run_1/io_fan.png
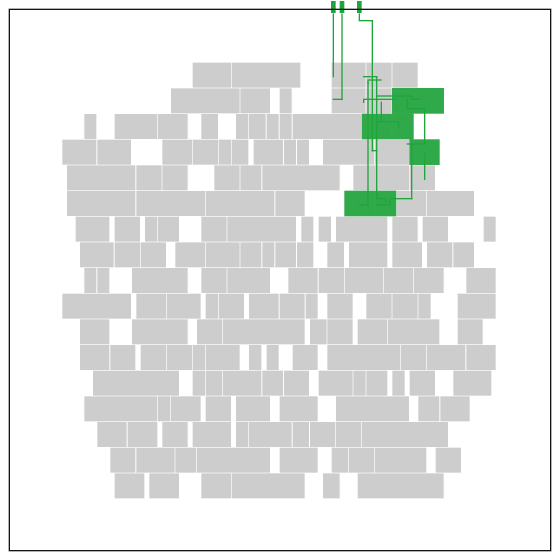
run_1/clk_routes.png
The bar under the picture is 20 um long.
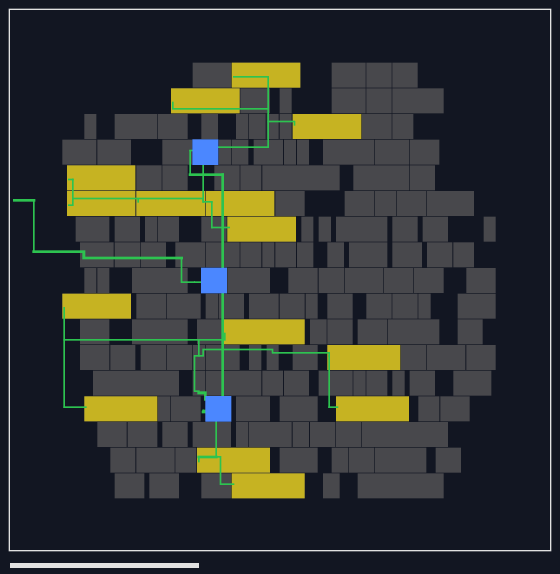
run_1/wires.png
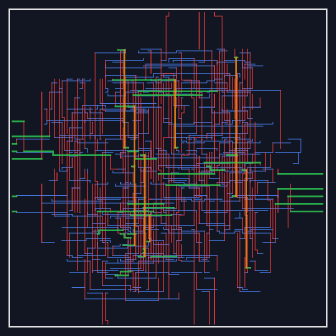
$ cat config.mk
export PLATFORM = sky130hd
export DESIGN_NAME = updown_sweep_ctrl
export DESIGN_NICKNAME = d
export VERILOG_FILES = /design/src/rtl/updown_pkg.sv /design/src/rtl/updown_shadow_model.sv /design/src/rtl/updown_sweep_ctrl.sv
export SDC_FILE = /design/constraint.sdc
export NUM_CORES = 1
export LEC_CHECK = 0
export ABC_CLOCK_PERIOD_IN_PS = 1900
export CAP_MARGIN = 20
export CORE_MARGIN = 5
export CORE_UTILIZATION = 45
export DETAILED_ROUTE_END_ITERATION = 8
export HOLD_SLACK_MARGIN = 0.05
export PLACE_DENSITY = 0.85
export SETUP_SLACK_MARGIN = 0.2
export SLEW_MARGIN = 20
export SYNTH_ARGS = -nofsm -noshare
export SYNTH_HDL_FRONTEND = slang
export SYNTH_SLANG_ARGS = --single-unit
$ cat constraint.sdc
create_clock -name clk -period 1.9 [get_ports clk]
set_input_delay 0.57 -clock clk [delete_from_list [all_inputs] [get_ports clk]]
set_output_delay 0.57 -clock clk [all_outputs]
set_load 0.01 [all_outputs]
$ cat src/rtl/updown_pkg.sv
// updown_pkg: shared definitions for the up/down sweep controller and its
// shadow model.
//   ST_*        - 2-bit controller state encodings
//   CNT_BITS    - width of the controlled counter (fixed at 3)
//   CNT_MAX     - terminal value of the counter when counting up
//   tc_expected - terminal-count value the counter must present for a given
//                 direction and q; shared with the counter's own checker
package updown_pkg;

    localparam logic [1:0] ST_IDLE = 2'd0;
    localparam logic [1:0] ST_UP   = 2'd1;
    localparam logic [1:0] ST_DOWN = 2'd2;
    localparam logic [1:0] ST_DONE = 2'd3;

    localparam int unsigned CNT_BITS = 3;
    localparam logic [CNT_BITS-1:0] CNT_MAX = 3'd7;

    // tc is high at 7 when counting up and at 0 when counting down.
    function automatic logic tc_expected(input logic dir, input logic [CNT_BITS-1:0] q);
        return dir ? (q == CNT_MAX) : (q == '0);
    endfunction

endpackage

$ cat src/rtl/updown_shadow_model.sv
// updown_shadow_model: shadow copy of the 3-bit up/down counter plus the
// q/tc consistency comparison.
//   clk, clr  - clock and synchronous active-high reset
//   load      - zero the shadow (run start)
//   active    - counter is enabled this cycle; shadow steps and checks run
//   dir       - 1 = up, 0 = down
//   q_in      - counter q
//   tc_in     - counter terminal count
//   mismatch  - combinational: active and (q differs from shadow or tc wrong)
module updown_shadow_model
    import updown_pkg::*;
#(
    parameter int CNT_W = 3
) (
    input  logic             clk,
    input  logic             clr,
    input  logic             load,
    input  logic             active,
    input  logic             dir,
    input  logic [CNT_W-1:0] q_in,
    input  logic             tc_in,
    output logic             mismatch
);

    logic [CNT_W-1:0] shadow_d, shadow_q;

    always_comb begin
        shadow_d = shadow_q;
        if (load) begin
            shadow_d = '0;
        end else if (active) begin
            shadow_d = dir ? shadow_q + 1'b1 : shadow_q - 1'b1;
        end
    end

    always_ff @(posedge clk) begin
        if (clr) begin
            shadow_q <= '0;
        end else begin
            shadow_q <= shadow_d;
        end
    end

    always_comb begin
        mismatch = active && ((q_in != shadow_q) || (tc_in != tc_expected(dir, q_in)));
    end

endmodule

$ cat src/rtl/updown_sweep_ctrl.sv
// updown_sweep_ctrl: drives a 3-bit up/down counter through N full wraps up,
// then N full wraps down, then parks it at 000, checking it against a shadow.
//   clk, clr    - clock and synchronous active-high reset
//   start       - run request (sampled in IDLE only)
//   abort       - stop an active run (sampled in UP/DOWN only)
//   num_sweeps  - wraps per direction, captured when start is accepted
//   q_in, tc_in - counter outputs
//   dir_out     - counter Dir (1 = up); clrbar_out - counter clrbar (0 = clear)
//   busy        - high in UP and DOWN; done - one-cycle completion pulse
//   err         - sticky consistency error; wraps - wraps counted this phase
module updown_sweep_ctrl
    import updown_pkg::*;
#(
    parameter int SWEEP_W = 4,
    parameter int CNT_W   = 3
) (
    input  logic               clk,
    input  logic               clr,
    input  logic               start,
    input  logic               abort,
    input  logic [SWEEP_W-1:0] num_sweeps,
    input  logic [CNT_W-1:0]   q_in,
    input  logic               tc_in,
    output logic               dir_out,
    output logic               clrbar_out,
    output logic               busy,
    output logic               done,
    output logic               err,
    output logic [SWEEP_W-1:0] wraps
);

    logic [1:0]         state_d, state_q;
    logic [SWEEP_W-1:0] n_d, n_q;
    logic [SWEEP_W-1:0] wraps_d, wraps_q;
    logic               first_dn_d, first_dn_q;
    logic               err_d, err_q;

    logic               mismatch;
    logic               load;
    logic [SWEEP_W:0]   wraps_inc;
    logic               last_wrap;
    logic [SWEEP_W-1:0] wraps_sat;

    // Outputs are pure state decodes: no path from q_in/tc_in to the counter.
    always_comb begin
        busy       = (state_q == ST_UP) || (state_q == ST_DOWN);
        clrbar_out = busy;
        dir_out    = (state_q != ST_DOWN);
        done       = (state_q == ST_DONE);
        err        = err_q;
        wraps      = wraps_q;
    end

    assign load      = (state_q == ST_IDLE) && start;
    assign wraps_inc = {1'b0, wraps_q} + 1'b1;
    assign last_wrap = (wraps_inc == {1'b0, n_q});
    assign wraps_sat = (&wraps_q) ? wraps_q : wraps_inc[SWEEP_W-1:0];

    updown_shadow_model #(
        .CNT_W (CNT_W)
    ) u_shadow (
        .clk      (clk),
        .clr      (clr),
        .load     (load),
        .active   (busy),
        .dir      (dir_out),
        .q_in     (q_in),
        .tc_in    (tc_in),
        .mismatch (mismatch)
    );

    always_comb begin
        state_d    = state_q;
        n_d        = n_q;
        wraps_d    = wraps_q;
        first_dn_d = first_dn_q;
        err_d      = err_q;
        case (state_q)
            ST_IDLE: begin
                if (start) begin
                    err_d   = 1'b0;
                    wraps_d = '0;
                    if (num_sweeps != '0) begin
                        n_d     = num_sweeps;
                        state_d = ST_UP;
                    end else begin
                        state_d = ST_DONE;
                    end
                end
            end
            ST_UP: begin
                err_d = err_q | mismatch;
                if (abort) begin
                    state_d = ST_IDLE;
                end else if (tc_in) begin
                    if (last_wrap) begin
                        wraps_d    = '0;
                        first_dn_d = 1'b1;
                        state_d    = ST_DOWN;
                    end else begin
                        wraps_d = wraps_sat;
                    end
                end
            end
            ST_DOWN: begin
                err_d      = err_q | mismatch;
                first_dn_d = 1'b0;
                if (abort) begin
                    state_d = ST_IDLE;
                end else if (tc_in && !first_dn_q) begin
                    // The tc seen on DOWN entry is the 7->0 wrap just left behind.
                    if (last_wrap) begin
                        wraps_d = '0;
                        state_d = ST_DONE;
                    end else begin
                        wraps_d = wraps_sat;
                    end
                end
            end
            default: begin
                state_d = ST_IDLE;
            end
        endcase
    end

    always_ff @(posedge clk) begin
        if (clr) begin
            state_q    <= ST_IDLE;
            n_q        <= '0;
            wraps_q    <= '0;
            first_dn_q <= 1'b0;
            err_q      <= 1'b0;
        end else begin
            state_q    <= state_d;
            n_q        <= n_d;
            wraps_q    <= wraps_d;
            first_dn_q <= first_dn_d;
            err_q      <= err_d;
        end
    end

endmodule

==> summary.txt, run 1 <==
yosys + openroad results -> shortest period the worst path allows=between 1.5 and 2 ns, Worst IR Drop VDD=0.5434 mV, layout cells sized above 1=44.05%, antenna viol nets, final=0, Gate Area=778.2 um^2, critical path data required time=about 2.1 ns, vias in the first global route=roughly 1200, Final WS setup=0.03006 ns, P per Cell Area=747.3 nW/um^2, FMAX=0.5348 GHz, fin util=74.51%, Tcrit/Tclk final=~98%, chip width=between 50 and 60 um, Most used DFF post-synth=dfxtp_1, outcome=finished clean, chip height=approximately 57 um, DRC=0, DR iter-0 viols=between 60 and 70, Slew headroom=a little under 80%, main logic family after synthesis=simple AND/OR/NAND/NOR gates, Setup WS pre-CTS=-0.3152 ns
## Picture notes: io_fan.png
[q_in] green | bits: 3 | direction: input | end cells: 6 | buffers: 6 | wire: 99.1 um
PortBufs: 20
IO Count: 21

## Picture notes: clk_routes.png
[flip-flops] yellow | count: 15
[clock wires] green | length: 199 um
[clock drivers] blue | count: 3
routed clock nets: 4
clock share of power: 15.8%
Late-Pin Clk Latency: 0.29 ns
Clock group: 0.191 mW
Final Skew: 0.007277 ns

## Picture notes: wires.png
[metal 2] red | wire length: 1790 um
[metal 3] green | wire length: 210 um
[metal 4] orange | wire length: 121 um
[metal 1] blue | wire length: 1290 um
total number of vias: 1182
drt wl/cell: 17.40 um
gr usage total: 20.89%
final wirelength: 3410 um

-- run 1: through the flow --
stage	power, mW	hold slack [ns]
final	1.208	0.5189
after floorplan	0.6990	0.4711
after detailed placement	0.9183	0.4894
after CTS	1.133	0.5046
after global routing	1.281	0.5276
after global placement	0.8930	0.4600
-- run 1: worst reg2reg max path, delay by kind of cell (launching register included) --
family                     cells  cell delay (ns)
DFF                            1             0.37
xor gates and xnor gates       2             0.43
and+or+nand+nor                2             0.35
AOI/OAI and AO/OA              1             0.33
adders and majority gates      1             0.17
buffers and inverters          1             0.11
-- run 1: area by class of cell --
class | instances | area share, %
multi-input combinational | 89 | 48.14
timing repair buffer | 51 | 26.63
sequential | 15 | 19.20
inverter | 9 | 2.245
tap | 28 | 2.167
clock buffer | 4 | 1.625
-- run 1: cell usage in the layout, fill, tap and decap left out, types with 3 or more instances in the layout --
| cell type | synthesis | routed |
|---|---|---|
| inv_2 | 0 | 3 |
| nand2_1 | 8 | 8 |
| dfxtp_1 | 15 | 9 |
| buf_6 | 1 | 6 |
| nor2_1 | 9 | 9 |
| clkdlybuf4s50_1 | 0 | 8 |
| dlygate4sd2_1 | 0 | 8 |
| a22oi_1 | 4 | 4 |
| buf_4 | 1 | 27 |
| dfxtp_2 | 0 | 5 |
| xor2_1 | 6 | 5 |
| a21oi_2 | 0 | 3 |
| xnor2_1 | 7 | 6 |
| clkbuf_4 | 0 | 3 |
| inv_1 | 9 | 5 |
| nor3_1 | 5 | 4 |
| ha_4 | 0 | 3 |
-- run 1: routing by layer --
metal | vias to the layer above | routed length, um | GRT usage (%)
li1 | 535 | - | -
met1 | 561 | 1289 | 21.12
met2 | 71 | 1790 | 38.01
met3 | 15 | 209 | 4.751
met4 | 0 | 121 | 13.58
met5 | - | 0 | 0
-- run 1: synthesized netlist by cell type, drive strengths merged (2+ instances only) --
library cell	instances	area, um^2
a221o	2	22.52
nor3	5	25.02
nor3b	2	15.01
and3	3	20.02
and2	2	12.51
nor2	9	33.78
inv	9	33.78
a31oi	2	12.51
dfxtp	15	300.3
nand2b	2	12.51
xor2	6	52.55
nand3	2	10.01
xnor2	7	61.31
buf	2	18.77
a21oi	5	25.02
nor4	4	25.02
nand2	8	30.03
a22oi	4	30.03
ha	5	62.56
clkbuf	5	18.77
a311o	2	20.02
-- run 1: power breakdown --
group	internal (mW)	total (mW)	switching [mW]
Clock	0.0817	0.191	0.109
Combinational	0.314	0.628	0.314
Sequential	0.353	0.388	0.0349
Total	0.750	1.21	0.458
-- run 1: sequential cells by signal, summed over array words and instances, names as in the netlist --
| name | count |
|---|---|
| state_q | 2 |
| n_q | 4 |
| first_dn_q | 1 |
| err | 1 |
| wraps | 4 |
| u_shadow.shadow_q | 3 |
-- run 1: worst paths after layout --
check	startpoint	endpoint	slack, ns	cells past startpoint
max	wraps[0]	wraps[2]	0.03	7
min	err	err	0.52	2
max reg2reg	wraps[0]	wraps[2]	0.03	7
min reg2reg	err	err	0.52	2
-- run 1: repair_timing --
item	4_1_cts	5_1_grt
setup endpoints to repair	19	15
resized	34	23
buffers inserted	2	3
pin swaps	5	9
run_1/logic_types.png
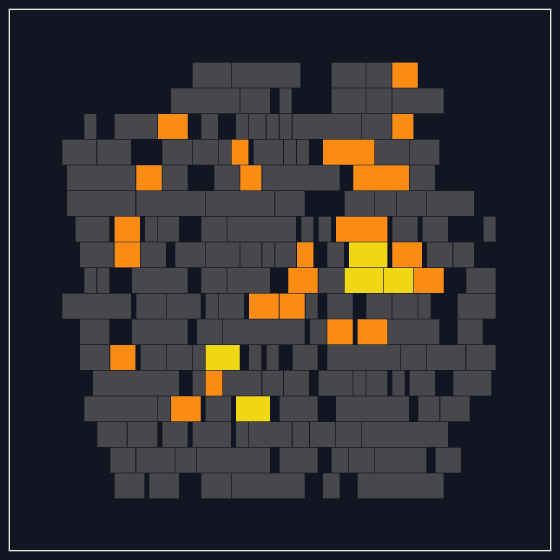

==> run 2, diff against run 1 <==
--- a/config.mk
+++ b/config.mk
@@ -13,7 +13,7 @@
 export HOLD_SLACK_MARGIN = 0.05
 export PLACE_DENSITY = 0.85
 export SETUP_SLACK_MARGIN = 0.2
-export SLEW_MARGIN = 20
 export SYNTH_ARGS = -nofsm -noshare
 export SYNTH_HDL_FRONTEND = slang
+export SYNTH_HIERARCHICAL = 1
 export SYNTH_SLANG_ARGS = --single-unit
run_2/logic_types.png
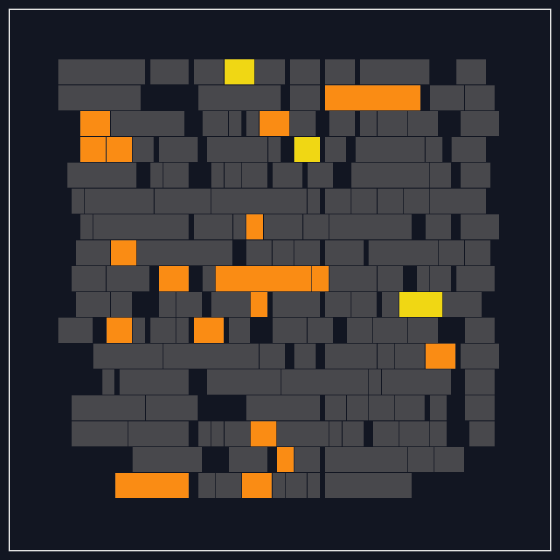
[AND-OR and OR-AND gates] yellow | cells: 3
[inverting AOI/OAI gates] orange | cells: 18
multi-input combinational area share: 51.74%
Post-Layout Cell Count: 196
Commonest Layout Cell: buf_4

run_2/io_fan.png
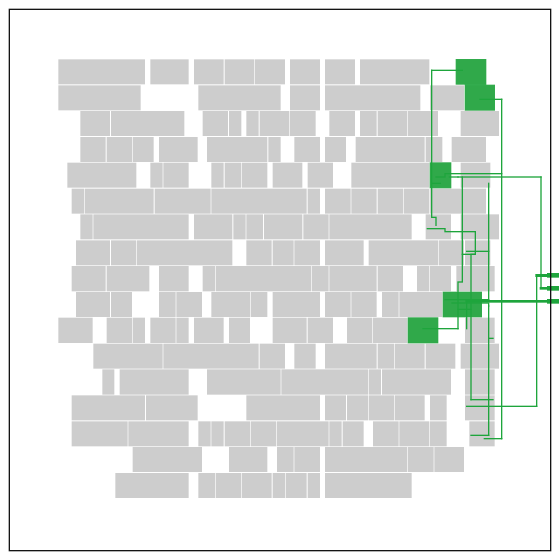
[q_in] green | bits: 3 | direction: input | end cells: 5 | buffers: 6 | wire: 212 um

==> summary.txt, run 2 <==
yosys + openroad results -> gr usage total=22.15% (+1.3 points), IO Count=21 (unchanged), setup violators final=6, drt wl/cell=21.84 um (+26%), DRC=0 (unchanged), r2r startpoint=state_q[0], failing checks=negative setup slack, FMAX=0.5053 GHz (-5.5%), Tcrit/Tclk final=104.1% (+5.7 points), antenna viol nets, final=0 (unchanged), P per Cell Area=1170 nW/um^2 (+57%), Final WS setup=-0.07884 ns (-0.1089 ns), outcome=complete, but fails checks, Synth area leader=dfxtp_1, Hold Slack=0.5179 ns (-0.0009780 ns), vias in the first global route=1169 (-2.7%), HP Start=err, Most used DFF post-synth=dfxtp_1, top post-synthesis cells by count=dfxtp_1 (15), nand2_1 (9), nor2_1 (9), Worst R2R Path Depth=9 (+2), FF-to-FF End=wraps[3], final wirelength=4281 um (+26%), DR iter-0 viols=62 (-4.6%)
[run 2: cell count changes in the layout (fill, tap and decap cells not counted), sizes merged, moves of 3 or more]
cell           previous run  this run
and3                      3         0
buf                      33        37
clkbuf                    6         3
clkdlybuf4s50             8         5
dlygate4sd2               8        11
[run 2: layout make-up]
class,instances,share of cell area [%]
Tap cell,28,1.950
Clock inverter,1,0.2786
Clock buffer,3,1.253
Sequential cell,15,17.69
Timing Repair Buffer,53,25.35
Inverter,7,1.741
Multi-Input combinational cell,89,51.74
[run 2: where the power goes]
group	leakage, nW	switching (mW)	internal (mW)
combinational	0.594	0.720	0.725
sequential	0.126	0.0759	0.376
clock	0.0177	0.125	0.0788
[run 2: repair_timing]
item | in CTS | in global routing
buffers inserted | 5 | 7
cloned | 0 | 0
resized | 61 | 27
setup endpoints to repair | 18 | 17
pin swaps | 19 | 18
[run 2: kinds of logic (layout without fill, tap and decap cells)]
family	Yosys count	after routing	synth area share (%)
AOI/OAI and AO/OA	21	21	17.87
xor gates and xnor gates	13	13	11.53
adders and majority gates	6	6	8.365
buffers and inverters	10	64	4.309
DFF	15	15	30.42
muxes	3	3	3.169
and+or+nand+nor	46	46	24.34
[run 2: worst reg2reg max path, cell delays in order (launching register included)]
cell and delay (ns):
dfxtp_2 0.38, inv_4 0.05, buf_4 0.13, ha_4 0.26
and4_4 0.20, a2111oi_4 0.27, nand2_2 0.16, buf_6 0.17
nor4_4 0.17, o31a_1 0.15
[run 2: routing by layer]
| metal | vias to the layer above | global-route usage (%) | share of wire [%] |
|---|---|---|---|
| li1 | 510 | - | - |
| met1 | 593 | 23.79 | 36 |
| met2 | 52 | 41.75 | 54 |
| met3 | 23 | 2.989 | 4.7 |
| met4 | 0 | 10.60 | 5.3 |
| met5 | - | 0 | 0 |
[run 2: worst max path at each step]
stage                           to  depth (start not counted)
after floorplan                err                          6
after global placement         err                          7
after detailed placement       err                          7
after CTS                      err                          9
after global routing      wraps[3]                          9
final                     wraps[3]                          9
[run 2: through the flow]
stage	setup TNS [ns]	worst slack [ns]	area, um^2
floorplan	0	0.05306	1015
global placement	-2.428	-0.4050	1391
detailed placement	-2.738	-0.4605	1391
CTS	-0.05567	-0.05567	1598
global route	-0.6788	-0.1328	1797
finish	-0.2761	-0.07884	1797
run_2/wires.png
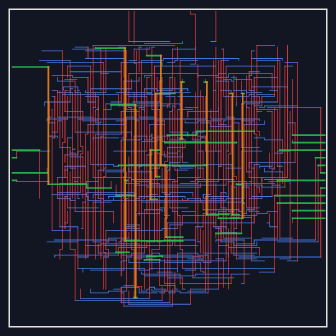

==> run 3, diff against run 2 <==
--- a/config.mk
+++ b/config.mk
@@ -5,14 +5,15 @@
 export SDC_FILE = /design/constraint.sdc
 export NUM_CORES = 1
 export LEC_CHECK = 0
-export ABC_CLOCK_PERIOD_IN_PS = 1900
+export ABC_CLOCK_PERIOD_IN_PS = 1700
 export CAP_MARGIN = 20
 export CORE_MARGIN = 5
 export CORE_UTILIZATION = 45
 export DETAILED_ROUTE_END_ITERATION = 8
 export HOLD_SLACK_MARGIN = 0.05
 export PLACE_DENSITY = 0.85
-export SETUP_SLACK_MARGIN = 0.2
+export SETUP_SLACK_MARGIN = 0.5
+export SKIP_CTS_REPAIR_TIMING = 1
 export SYNTH_ARGS = -nofsm -noshare
 export SYNTH_HDL_FRONTEND = slang
 export SYNTH_HIERARCHICAL = 1
==> constraint.sdc (replaced) <==
create_clock -name clk -period 1.7 [get_ports clk]
set_input_delay 0.51 -clock clk [delete_from_list [all_inputs] [get_ports clk]]
set_output_delay 0.51 -clock clk [all_outputs]
set_load 0.01 [all_outputs]
run_3/wires.png
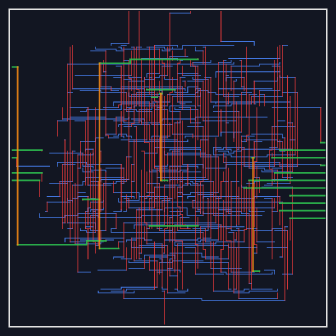
[metal 3] green | wire length: 160 um
[metal 2] red | wire length: 1830 um
[metal 4] orange | wire length: 101 um
[metal 1] blue | wire length: 1490 um
final wirelength: 3586 um
total number of vias: 1123
drt wl/cell: 17.67 um

run_3/clocks.png
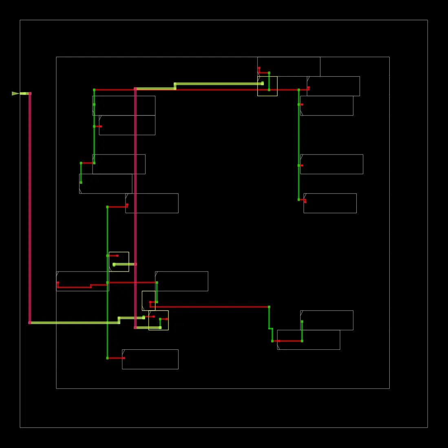
Clock group: 0.222 mW
Num Clock Sinks: 15
Layout clock buffers: 3
Final Skew: 0.004888 ns

==> summary.txt, run 3 <==
yosys + openroad results -> P per Cell Area=1244 nW/um^2 (+6.4%), xor/xnor share=11.53% (unchanged), outcome=complete, but fails checks, MUX share of area=3.169% (unchanged), Most used DFF post-synth=dfxtp_1, Hold Slack=0.5253 ns (+0.007397 ns), top post-synthesis cells by count=dfxtp_1 (15), nand2_1 (9), nor2_1 (9), setup violators final=14 (+8), fa+ha+maj area frac=8.365% (unchanged), Commonest Layout Cell=buf_4, Final Cell Area=1805 um^2 (+0.49%), gr usage total=17.75% (-4.4 points), failing checks=negative setup slack, DRC=0 (unchanged), vias in the first global route=1060 (-9.3%), Synth area leader=dfxtp_1, largest net degree at the start of global routing=11, antenna viol nets, final=0 (unchanged), type of the most critical hold path=reg2reg, FMAX=0.5007 GHz (-0.92%), Cell Area, Placed=1488 um^2 (+6.9%), IO Count=21 (unchanged), Final WS setup=-0.2973 ns (-0.2185 ns), yosys simple share=24.33% (unchanged), main logic family after synthesis=simple AND/OR/NAND/NOR gates, yosys aoi share=17.87% (unchanged), Tcrit/Tclk final=117.5% (+13 points), DR iter-0 viols=45 (-27%)
-- run 3: cell counts after synthesis --
Identical to the previous run, type by type.
-- run 3: final cells by class --
cell class | instances | area, um^2 | share of cell area (%)
Clock buffer | 3 | 22.52 | 1.247
Clock inverter | 1 | 5.005 | 0.2772
Inverter | 7 | 33.78 | 1.871
Multi-Input combinational cell | 89 | 848.3 | 46.99
Sequential cell | 15 | 317.8 | 17.60
Tap cell | 28 | 35.03 | 1.940
Timing Repair Buffer | 60 | 543.0 | 30.08
-- run 3: cell families after synthesis --
logic type | count (synthesis)
multiplexers | 3
AND/OR/NAND/NOR | 46
XOR/XNOR | 13
flip-flops | 15
adder cells (fa/ha/maj) | 6
buffers and inverters | 10
AND-OR/OR-AND | 21
-- run 3: where the power goes --
part / switching, mW / total (mW) / leakage, nW / internal (mW)
clock network: 0.134 / 0.222 / 0.0177 / 0.0881
logic: 0.703 / 1.52 / 0.649 / 0.821
registers: 0.0768 / 0.501 / 0.126 / 0.424
total: 0.914 / 2.25 / 0.793 / 1.33
-- run 3: layer usage --
layer | global-route usage [%] | share of wire (%) | vias to the layer above
li1 | - | - | 527
met1 | 19.31 | 42 | 558
met2 | 31.19 | 51 | 29
met3 | 5.057 | 4.5 | 9
met4 | 8.609 | 2.8 | 0
met5 | 0 | 0 | -
-- run 3: path summary, 6_finish.rpt --
path | startpoint | end | slack, ns | cells past startpoint
hold / removal | first_dn_q | first_dn_q | 0.53 | 2
hold reg to reg | first_dn_q | first_dn_q | 0.53 | 2
setup reg to reg | state_q[0] | err | -0.30 | 9
setup / recovery | state_q[0] | err | -0.30 | 9
-- run 3: through the flow --
step	setup WS [ns]	utilization [%]	total power, mW	TNS [ns]	std cells
final	-0.2973	84.04	2.247	-1.506	203
after global routing	-0.3499	84.04	2.392	-2.455	203
after CTS	-0.4365	70.53	1.863	-3.606	195
after detailed placement	-0.5951	69.25	1.643	-4.518	191
after global placement	-0.5592	69.25	1.608	-3.961	191
after floorplan	-0.1409	-	1.152	-0.3681	114
-- run 3: worst max-delay path, stage by stage, from the launching register on --
cell and delay, ns:
dfxtp_2 0.35, inv_4 0.07, ha_4 0.14, inv_4 0.03, or4_4 0.53, nand2_2 0.07
xor2_1 0.07, o41a_2 0.40, a21oi_2 0.16, nor3_1 0.05
Power and IR drop assume default switching activity.
